[config.mk]
export PLATFORM = sky130hd
export DESIGN_NAME = seq_divider
export DESIGN_NICKNAME = d
export VERILOG_FILES = /design/src/rtl/seq_divider.sv
export SDC_FILE = /design/constraint.sdc
export NUM_CORES = 1
export LEC_CHECK = 0
export CAP_MARGIN = 10
export CORE_ASPECT_RATIO = 0.5
export CORE_MARGIN = 3
export CORE_UTILIZATION = 50
export CTS_BUF_LIST = sky130_fd_sc_hd__clkbuf_2 sky130_fd_sc_hd__clkbuf_4 sky130_fd_sc_hd__clkbuf_8
export DETAILED_ROUTE_END_ITERATION = 10
export PLACE_DENSITY = 0.83
export SYNTH_ARGS = -nofsm -noshare
export SYNTH_HDL_FRONTEND = slang
export SYNTH_HIERARCHICAL = 1
export SYNTH_SLANG_ARGS = --single-unit
[constraint.sdc]
create_clock -name clk -period 4.85 [get_ports clk]
set_clock_uncertainty 0.1 [all_clocks]
set_input_delay 1.2125 -clock clk [delete_from_list [all_inputs] [get_ports clk]]
set_output_delay 1.2125 -clock clk [all_outputs]
set_load 0.05 [all_outputs]
[src/rtl/seq_divider.sv]
// Multi-cycle unsigned restoring divider. It produces one quotient bit per clock
// and uses a start/done handshake.

module rippleadder #(
    parameter int W = 9
) (
    input  logic [W-1:0] a,
    input  logic [W-1:0] b,
    input  logic         cin,
    output logic [W-1:0] sum,
    output logic         cout
);
    logic [W:0] c;

    assign c[0] = cin;
    for (genvar i = 0; i < W; i++) begin : g_fa
        assign sum[i]  = a[i] ^ b[i] ^ c[i];
        assign c[i+1]  = (a[i] & b[i]) | (c[i] & (a[i] ^ b[i]));
    end
    assign cout = c[W];
endmodule

module seq_divider #(
    parameter int K = 8
) (
    input  logic         clk,
    input  logic         rst_n,
    input  logic         start,
    input  logic [K-1:0] dividend,
    input  logic [K-1:0] divisor,
    output logic         busy,
    output logic         done,
    output logic [K-1:0] quotient,
    output logic [K-1:0] remainder,
    output logic         div_by_zero
);
    localparam int CW = $clog2(K + 1);

    typedef enum logic [1:0] {IDLE, RUN, DONE} state_t;

    state_t        state, state_nxt;
    logic [K-1:0]  q_sr;
    logic [K-1:0]  d_reg;
    logic [K-1:0]  r_reg;
    logic [CW-1:0] cnt;

    logic [K:0]    r_sh;
    logic [K:0]    trial;
    logic          carry;
    logic [K-1:0]  r_new;
    logic [K-1:0]  q_new;
    logic          accept;
    logic          last;
    logic          unused_trial_msb;

    // R is kept at K bits: after restoration it never needs more, and the
    // extra bit only appears transiently in the shifted trial operand.
    assign r_sh = {r_reg, q_sr[K-1]};

    rippleadder #(.W(K + 1)) u_sub (
        .a    (r_sh),
        .b    (~{1'b0, d_reg}),
        .cin  (1'b1),
        .sum  (trial),
        .cout (carry)
    );

    assign unused_trial_msb = trial[K];
    assign r_new  = carry ? trial[K-1:0] : r_sh[K-1:0];
    assign q_new  = {q_sr[K-2:0], carry};
    assign accept = (state == IDLE) && start;
    assign last   = (state == RUN) && (cnt == CW'(1));

    assign busy = (state != IDLE);
    assign done = (state == DONE);

    always_ff @(posedge clk or negedge rst_n) begin
        if (!rst_n) state <= IDLE;
        else        state <= state_nxt;
    end

    always_comb begin
        state_nxt = state;
        case (state)
            IDLE:    if (start) state_nxt = (divisor == '0) ? DONE : RUN;
            RUN:     if (cnt == CW'(1)) state_nxt = DONE;
            DONE:    state_nxt = IDLE;
            default: state_nxt = IDLE;
        endcase
    end

    always_ff @(posedge clk or negedge rst_n) begin
        if (!rst_n) begin
            q_sr        <= '0;
            d_reg       <= '0;
            r_reg       <= '0;
            cnt         <= '0;
            quotient    <= '0;
            remainder   <= '0;
            div_by_zero <= 1'b0;
        end else if (accept) begin
            q_sr        <= dividend;
            d_reg       <= divisor;
            r_reg       <= '0;
            cnt         <= CW'(K);
            div_by_zero <= (divisor == '0);
            // A zero divisor skips the iterations, so its results are published here.
            if (divisor == '0) begin
                quotient  <= '1;
                remainder <= dividend;
            end
        end else if (state == RUN) begin
            q_sr  <= q_new;
            r_reg <= r_new;
            cnt   <= cnt - CW'(1);
            if (last) begin
                quotient  <= q_new;
                remainder <= r_new;
            end
        end
    end
endmodule
### I/O pins on the die edge, run 1

Bar = 20 microns. Pins as bars across the die edge, other pins in grey.
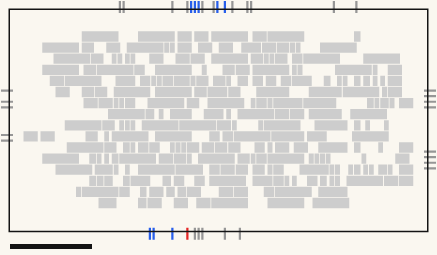
[start] red | pins: 1 | direction: input | edge: bottom
[dividend] blue | pins: 8 | direction: input | edge: 5 top, 3 bottom
all pins by edge: 16 top, 9 bottom, 8 right, 5 left
DIE HEIGHT: 54.1 microns
Die X: 102 microns
PortBufs: 37

### Routed metal per tile, run 1

20 x 11 tiles, from white (low) to dark blue (high), scaled to the fullest tile. Values are wire area over tile area, all layers added.
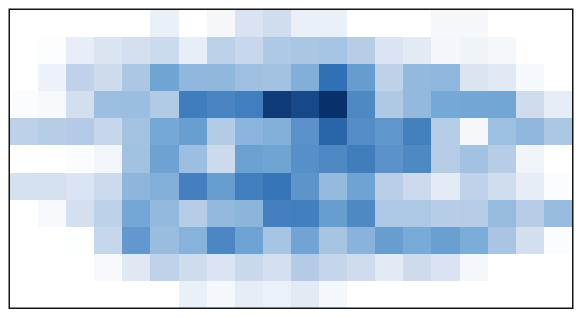
nearly empty tiles: 21%
mean over tiles: 0.15
tiles over half the peak: 21%
densest ninth of the die: middle
fullest tile: 0.55
total track usage: 20.7%
routed vias: 1,729
routed len/inst: 16.9 microns
drt total wl: 5.17 mm

==> impl_metrics.toml, run 1 <==
# yosys + openroad results
[final_timing]
setup_viol = 0
slew_headroom_pct = 30.9
rsz0062_at_grt = "false"
tightestPinTransition_ps = 1040
drv_slew = 0
whs_ps = 385
hold_viol = 0
fmax_mhz = 213
period_needed_ps = 4700
period_used_pct = 96.8
fin_setup_tns_ps = 0

[drt]
ant_nets = 0
drc = 0
dr.pass1.iters = 5
avgViaCountPerCell = 5.65
drt_iter0_markers = 121

[outcome]
status = "finished clean"

[run]
openroad.warnings = 28
drv_cap = 0

[setup_path]
path_max_fanout = 5
cp.required_ps = 4940
slowest_delay_ps = 420
crit_top_cell = "fa_2"
start_kind = "flip-flop"
end_kind = "flip-flop"
slowest_stage = "fa_1"
critical_path_arrival_ps = 4790
worstPathCellList = "fa_1 -> inv_1 -> fa_1 -> inv_1 -> fa_1 -> fa_2 -> fa_2 -> fa_2 -> fa_2 -> fa_1 -> inv_1 -> fa_2 -> clkinvlp_4 -> mux2i_1 -> a221oi_1 -> a31o_2"
critPathKind = "reg -> reg"

[finish]
diodes = 0
final_util_pct = 68.1
drive_gt1_share_pct = 14.3
areaGrowthSynthToFinish_pct = 22.5
nets = 281
final_area_sq_um = 2830
final_cell_mix = "dfrtp_1 (47), clkdlybuf4s50_1 (36), nand2_1 (31)"

[die]
fp_util_pct = 55.6
ios = 38
num_rows = 16
chipArea_sq_um = 5530
core_area_sq_um = 4160

[clock_network]
htree_num_levels = 2
cts_root_buf = "clkbuf_8"
clkTransAtPathRegs_ps = 80
clockBufferDepth = 2
cts_buffers = 5
cts.sinks = 47
clock_latency_ps = 310
cts_tree = "yes"
holdBufCountCts = 0

[grt]
antenna_found_initial = 0
grt_max_degree = 48
grt_pass1_wl_mm = 8.45
overflow = 0
grt_pass1_vias = 1677

[synth]
syn-instance-count = 215
yosys_warnings = 6
synth_area_per_cell_sq_um = 10.8
synth_area_sq_um = 2310

[placed_design]
dpl_cell_area_sq_um = 2680
gp_congestion = 0.787
hpwlAfterDp_mm = 3.50

[worst_hold_path]
hp-class = "reg -> reg"
### Gate-type map, run 1

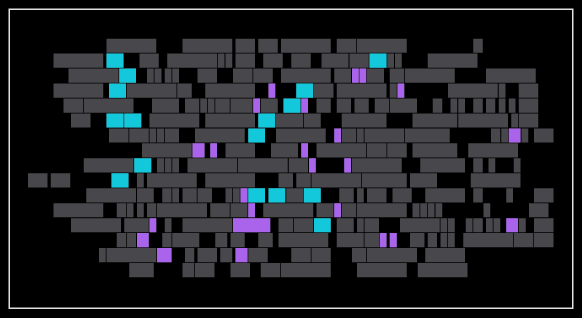
[AND-OR and OR-AND gates] cyan | cells: 16
[NOR gates] purple | cells: 24
Finished Layout Cells: 306
Top cell excl fill/tap: dfrtp_1

## run 1: layout make-up
cell class	count	area, sq um
Fill cell	310	1330
Sequential cell	47	1180
Tap cell	54	67.6
Clock buffer	6	76.3
Timing Repair Buffer	39	380
Timing Repair inverter	1	7.51
Clock inverter	2	12.5
Multi-Input combinational cell	138	1040
Inverter	19	75.1
## run 1: through the flow
stage / std cells / setup slack [ps]
global placement: 296 / 209
CTS: 304 / 77.0
finish: 306 / 154
floorplan: 216 / 318
detailed placement: 296 / 70.8
global route: 306 / 6.00
## run 1: worst max-delay path, delay by kind of cell (launching register included)
kind / cells / cell delay (ps)
AND-OR/OR-AND: 2 / 360
buffers and inverters: 4 / 460
flip-flops: 1 / 400
adder cells (fa/ha/maj): 9 / 3000
multiplexers: 1 / 280
## run 1: final timing paths
check                                to  cells after the start  slack [ps]        start
max in group asynchronous        cnt[3]                      1        3030        rst_n
min reg2reg                 div_by_zero                      2         390  div_by_zero
max reg2reg                remainder[1]                     16         150      q_sr[7]
min in group asynchronous  remainder[7]                      1         970        rst_n
min                         div_by_zero                      2         390  div_by_zero
max                        remainder[1]                     16         150      q_sr[7]
## run 1: what timing repair did
item / in CTS / in global routing
resized: 0 / 13
endpoints found under the setup margin: 0 / 8
setup buffers: 0 / 1
## run 1: routing by layer
metal  up-vias  track usage [%]  wire, microns
met3         6             7.76            435
met5         -                0              0
met4         0             3.92             38
met1       851             29.3           2390
met2        62             30.9           2310
li1        810                -              -
==> run 1 -> run 2 <==
CAP_MARGIN = 20   (was 10)
### Routed metal per tile, run 2

20 x 11 tiles, from white (low) to dark blue (high), scaled to the fullest tile. Values are wire area over tile area, all layers added.
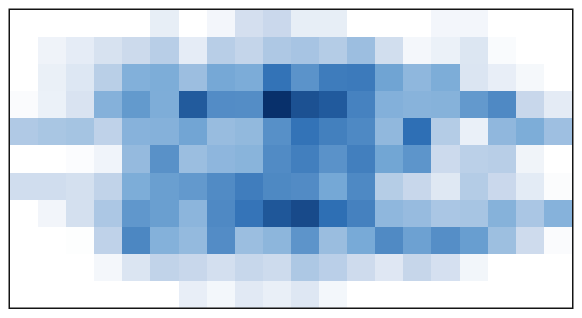
fullest tile: 0.49
densest ninth of the die: middle
mean over tiles: 0.15
tiles over half the peak: 24%
routed vias: 1,710
routed len/inst: 16.8 microns

### Layout detail, run 2

Bar = 5 microns. Window x 41 to 61, y 28 to 48 microns. Cells in grey, sequential cells in the stronger grey; small squares are vias.
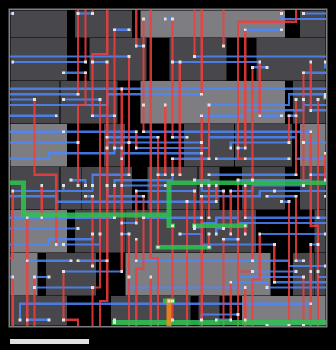
[met1] blue
[met2] red
[met3] green
[met4] orange
netlist names of flops here include: r_reg (2), remainder (2)
cells with their middle in the window: 31
sequential cells in the window: 4
most frequent: clkdlybuf4s50_1 (8), nor2_1 (5), dfrtp_1 (4)

==> run 2 against run 1 <==
Effect of this change: cell area up 0.71%; via count down 1.1%; critical path depth unchanged; routed wire length about the same; sequential share of layout area down 0.29 points; fmax about the same.
==> impl_metrics.toml, run 2 <==
# yosys + openroad results
[final_timing]
period_used_pct = 96.8
fmax_mhz = 213
period_needed_ps = 4690
setup_viol = 0
hold_viol = 0
slew_headroom_pct = 40.2
fin_setup_tns_ps = 0
rsz0062_at_grt = "false"
tightestPinTransition_ps = 898
drv_slew = 0

[clock_network]
htree_num_levels = 2
cts_buffers = 5
cts_root_buf = "clkbuf_8"
clockBufferDepth = 2
clock_latency_ps = 310
cts_tree = "yes"
clkTransAtPathRegs_ps = 80
cts.sinks = 47

[drt]
dr.pass1.iters = 4
avgViaCountPerCell = 5.57
drt-total-wl_mm = 5.17
routed.top_layer = "met4"
wl_met2_mm = 2.33
ant_nets = 0
wl_met3_microns = 319
wl_met1_mm = 2.49
drt_iter0_markers = 103
drc = 0

[setup_path]
crit_buf_inv = 4
worstPathCellList = "fa_1 -> inv_1 -> fa_1 -> inv_1 -> fa_1 -> fa_2 -> fa_2 -> fa_2 -> fa_2 -> fa_1 -> inv_1 -> fa_2 -> clkinvlp_4 -> mux2i_1 -> a221oi_1 -> a31o_2"
crit_family = "adder cells"
worst-path-stages = 16
critical_path_arrival_ps = 4790
slowest_delay_ps = 420
end_kind = "flip-flop"
slowest_stage = "fa_1"
path_max_fanout = 5
cp.required_ps = 4940
crit_top_cell = "fa_2"
start_kind = "flip-flop"
reg2reg_depth = 16
critPathKind = "reg -> reg"

[grt]
grt_pass1_vias = 1677
overflow = 0
gr-usage-all-layers_pct = 20.7
antenna_found_initial = 0
grt_max_degree = 48
grt_pass1_wl_mm = 8.45

[finish]
comb_area_sq_um = 1040
final_cells = 307
final_util_pct = 68.5
areaGrowthSynthToFinish_pct = 23.4
nets = 282
lay_top_count = "dfrtp_1"
drive_gt1_share_pct = 14.6
final_cell_mix = "dfrtp_1 (47), clkdlybuf4s50_1 (36), nand2_1 (31)"
nFillCells = 310
diodes = 0
regArea_sq_um = 1180

[die]
fp_util_pct = 55.6
fp.dieH_microns = 54.1
core_area_sq_um = 4160
num_rows = 16
ios = 38
chipArea_sq_um = 5530
die_w_microns = 102

[worst_hold_path]
holdPathStages = 2
hp-class = "reg -> reg"

[placed_design]
dp_cells = 296
hpwlAfterDp_mm = 3.50
gp_congestion = 0.787
io_buffers = 37

[synth]
synth_area_sq_um = 2310
yosys_warnings = 6
syn-instance-count = 215
synth_area_per_cell_sq_um = 10.8

[run]
openroad.warnings = 28
drv_cap = 0

[outcome]
status = "finished clean"
### I/O pins on the die edge, run 2

Bar = 20 microns. Pins as bars across the die edge, other pins in grey.
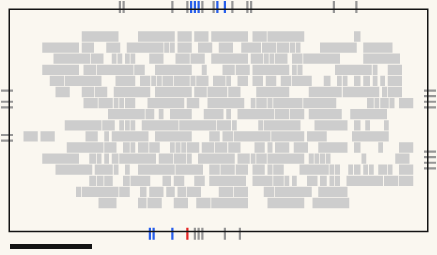
[start] red | pins: 1 | direction: input | edge: bottom
[dividend] blue | pins: 8 | direction: input | edge: 5 top, 3 bottom
all pins by edge: 16 top, 9 bottom, 8 right, 5 left

==> run 2: layout make-up <==
type / instances / area share [%]
timing repair buffer: 40 / 14.0
multi-input combinational: 138 / 36.4
clock inverter: 2 / 0.438
clock buffer: 6 / 2.67
inverter: 19 / 2.63
sequential: 47 / 41.2
timing repair inverter: 1 / 0.263
tap: 54 / 2.37
==> run 2: final timing paths <==
path / start / end / slack (ps)
max: q_sr[7] / remainder[1] / 160
min: div_by_zero / div_by_zero / 380
max reg2reg: q_sr[7] / remainder[1] / 160
min reg2reg: div_by_zero / div_by_zero / 380
max in group asynchronous: rst_n / q_sr[2] / 3570
min in group asynchronous: rst_n / d_reg[4] / 620
==> run 2: stage by stage <==
stage	cell area, sq um	hold WS, ps	worst slack, ps
global placement	2680	360	209
global route	2850	407	6.00
detailed placement	2680	364	70.8
CTS	2770	385	77.0
finish	2850	381	156
floorplan	2320	369	318
==> run 2: tightest hold or removal path, stage by stage, from the launching register on <==
cell     delay, ps
dfrtp_1        340
nand2_1         50
nand2_1         60
==> run 2: repair_timing <==
action,4_1_cts,5_1_grt
setup endpoints to repair,0,8
resized,0,13
setup buffers,0,1
hold buffers,0,0
==> run 2: metal layers <==
metal	up-vias	GRT usage (%)
li1	813	-
met1	844	29.3
met2	49	30.9
met3	4	7.76
met4	0	3.92
met5	-	0
